===== config.mk =====
export PLATFORM = sky130hd
export DESIGN_NAME = interface_dt_bus_write
export DESIGN_NICKNAME = d
export VERILOG_FILES = /design/src/rtl/interface_dt_bus_write.sv
export SDC_FILE = /design/constraint.sdc
export NUM_CORES = 1
export LEC_CHECK = 0
export CAP_MARGIN = 20
export CORE_ASPECT_RATIO = 0.9
export CORE_MARGIN = 4
export CORE_UTILIZATION = 43
export DETAILED_ROUTE_END_ITERATION = 10
export PLACE_DENSITY = 0.8
export SYNTH_ARGS = -nofsm -noshare
export SYNTH_HDL_FRONTEND = slang
export SYNTH_SLANG_ARGS = --single-unit

===== constraint.sdc =====
create_clock -name clk -period 1.6 [get_ports clk]
set_input_delay 0.32 -clock clk [delete_from_list [all_inputs] [get_ports clk]]
set_output_delay 0.32 -clock clk [all_outputs]
set_load 0.01 [all_outputs]

===== src/rtl/interface_dt_bus_write.sv =====
// Z80-style external write cycle (T1, T2, TW*, T3) driven from the Dt mux byte.
// All bus outputs are flops loaded from the next-state decode, so strobes cannot glitch.
module interface_dt_bus_write #(
  parameter int IO_AUTO_WAIT = 1,
  parameter int WAIT_TIMEOUT = 0
) (
  input  logic        clk,
  input  logic        reset,
  input  logic [7:0]  selectedDt,
  input  logic [15:0] addr,
  input  logic        PI_WriteReq,
  input  logic        PI_WriteIO,
  input  logic        notWAIT,
  output logic [15:0] A,
  output logic [7:0]  Dout,
  output logic        Doe,
  output logic        notMREQ,
  output logic        notIORQ,
  output logic        notWR,
  output logic        busy,
  output logic        done,
  output logic        abort
);

  localparam int TCNT_W = (WAIT_TIMEOUT > 0) ? $clog2(WAIT_TIMEOUT + 1) : 1;
  localparam logic [TCNT_W-1:0] TCNT_MAX = '1;
  localparam logic [2:0] IO_WAITS = 3'(IO_AUTO_WAIT);

  typedef enum logic [2:0] {IDLE, T1, T2, TW, T3} state_t;

  state_t              state_reg, state_next;
  logic                io_reg, io_next;
  logic [2:0]          wcnt_reg, wcnt_next;
  logic [TCNT_W-1:0]   tcnt_reg, tcnt_next;
  logic [15:0]         a_next;
  logic [7:0]          d_next;
  logic                abort_next;

  always_comb begin
    state_next = state_reg;
    io_next    = io_reg;
    wcnt_next  = wcnt_reg;
    tcnt_next  = tcnt_reg;
    a_next     = A;
    d_next     = Dout;
    abort_next = 1'b0;
    case (state_reg)
      IDLE, T3: begin
        if (PI_WriteReq) begin
          state_next = T1;
          io_next    = PI_WriteIO;
          a_next     = addr;
          d_next     = selectedDt;
        end else begin
          state_next = IDLE;
        end
      end
      T1: state_next = T2;
      T2: begin
        wcnt_next  = io_reg ? IO_WAITS : 3'd0;
        tcnt_next  = '0;
        state_next = ((io_reg && IO_WAITS != 3'd0) || !notWAIT) ? TW : T3;
      end
      TW: begin
        if (wcnt_reg != 3'd0) begin
          // forced I/O wait; notWAIT only matters once the last forced cycle is reached
          wcnt_next = wcnt_reg - 3'd1;
          if (wcnt_reg == 3'd1 && notWAIT) state_next = T3;
        end else if (notWAIT) begin
          state_next = T3;
        end else begin
          if (tcnt_reg != TCNT_MAX) tcnt_next = tcnt_reg + 1'b1;
          if (WAIT_TIMEOUT != 0 && int'(tcnt_reg) + 1 == WAIT_TIMEOUT) begin
            abort_next = 1'b1;
            state_next = IDLE;
          end
        end
      end
      default: state_next = IDLE;
    endcase
  end

  always_ff @(posedge clk) begin
    if (reset) begin
      state_reg <= IDLE;
      io_reg    <= 1'b0;
      wcnt_reg  <= 3'd0;
      tcnt_reg  <= '0;
      A         <= 16'h0000;
      Dout      <= 8'h00;
      Doe       <= 1'b0;
      notMREQ   <= 1'b1;
      notIORQ   <= 1'b1;
      notWR     <= 1'b1;
      busy      <= 1'b0;
      done      <= 1'b0;
      abort     <= 1'b0;
    end else begin
      state_reg <= state_next;
      io_reg    <= io_next;
      wcnt_reg  <= wcnt_next;
      tcnt_reg  <= tcnt_next;
      A         <= a_next;
      Dout      <= d_next;
      Doe       <= (state_next != IDLE);
      busy      <= (state_next != IDLE);
      done      <= (state_next == T3);
      abort     <= abort_next;
      notMREQ   <= !(!io_next && (state_next inside {T1, T2, TW}));
      notIORQ   <= !(io_next && (state_next inside {T2, TW}));
      notWR     <= !(state_next inside {T2, TW});
    end
  end

endmodule


cell_classes.png
The bar under the picture is 20 um long.
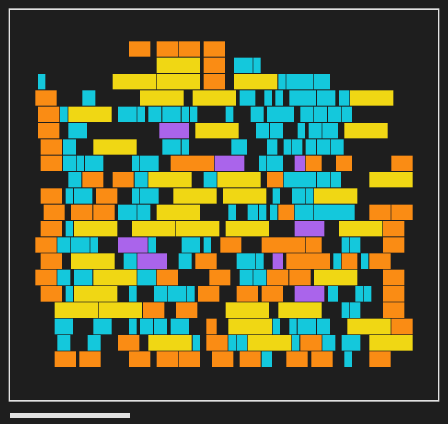
color	class	cells	share of their area
orange	other buffers and delay cells	67	31%
cyan	all other logic	121	33%
yellow	flip-flops	36	32%
purple	clock drivers and dummy loads	8	4.2%

gate_families.png
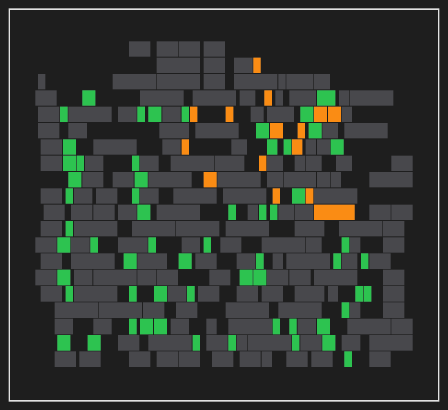
color	family	cells
orange	NOR gates	15
green	NAND gates	59

==> results.yml <==
# synthesis and place-and-route metrics
worst_setup_path:
  cp.depth: 1
  reg2reg_slack_ns: 0.12
  worstSetupPathType: "flop to output port"
power:
  p_seq_mw: 0.993
  power.internal_mw: 1.57
  seq_power_share: 0.462
  power_density_nw_per_um2: 941
  p_total_mw: 2.15
cells_and_area:
  final_cell_mix: "clkdlybuf4s50_1 (57), dfxtp_1 (36), nand2_1 (32), nand2_2 (20), a21oi_2 (20)"
  final_area_sq_um: 2280
  clkbuf_count: 6
  diodes: 0
  fillers: 295
  nNetsFinal: 263
  drive_gt1_frac: 0.259
  buf_share: 0.298
  largest_reg_flops: 16
  largest_class: "logic gates"
final_timing:
  finalWorstSetupSlack_ns: 0.0909
  setup_viol: 0
  fmax_mhz: 663
cts:
  cts_resized: 0
  root_buffer: "clkbuf_8"
  postCtsHoldBufs: 0
  clkLatencyLatePin_ns: 0.28
run:
  cap_violations: 0
  log.warning_count: 28
yosys:
  syn_inst: 169
  ys_sh_aoi: 0.197
  ys_chip_area_sq_um: 1550
  yosys_cells: 169
  largest_area_cell: "dfxtp_1"
  mux_area_frac: 0
  synth_warnings: 0
  most_common_cell: "dfxtp_1"
  syn_area_sq_um: 1550
  common_cells: "dfxtp_1 (36), nand2_1 (32), a21oi_2 (20), nand2_2 (20), nor2_1 (9)"
floorplanning:
  row_count: 20
  tap_cells: 44
global_route:
  grt_overflow: 0
  first_global_vias: 1323
detailed_routing:
  vias: 1283
  detail_route.iter0.violations: 59
  drt_first_pass_iters: 4
place:
  placed_cells: 268
  detailedPlacementHpwl_um: 2530
outcome:
  status: "completed"
metal_stack.png
The bar under the picture is 20 um long. Only two layers are drawn.
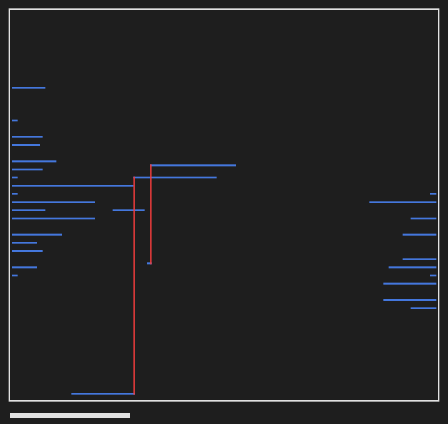
color	layer	wire length
blue	met3	202 um
red	met4	52.4 um
overall routed net length: 3450 um
All-Layer GR Usage: 0.161

final_congestion.png
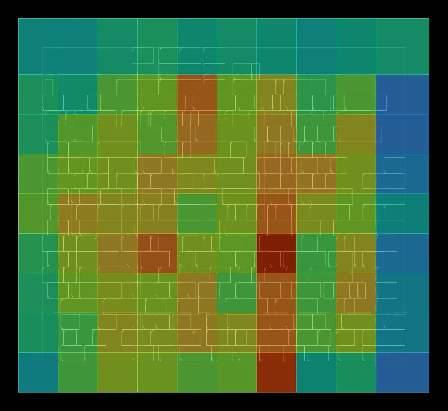
GRT busiest layer: met2
met1 usage: 0.194

==> tightest hold or removal path: cells and delay by family (launching register included) <==
kind	cells	cell delay [ns]
flops	1	0.31
compound gates	1	0.05
simple gates	1	0.05
==> worst min-delay path by stage <==
stage                 start           end  depth (start not counted)
floorplan           notWAIT  state_reg[0]                          1
global placement       A[1]          A[1]                          2
detailed placement  Dout[4]       Dout[4]                          2
CTS                 Dout[4]       Dout[4]                          2
global route        Dout[2]       Dout[2]                          2
finish              Dout[5]       Dout[5]                          2
==> metal layers <==
layer  routed length, um  up-vias  global-route usage
li1                    -      678                   -
met1                1550      567               0.194
met2                1650       34               0.266
met3                 201        4              0.0419
met4                  52        0              0.0775
met5                   0        -                   0
Power is estimated from default activity; no workload was simulated.
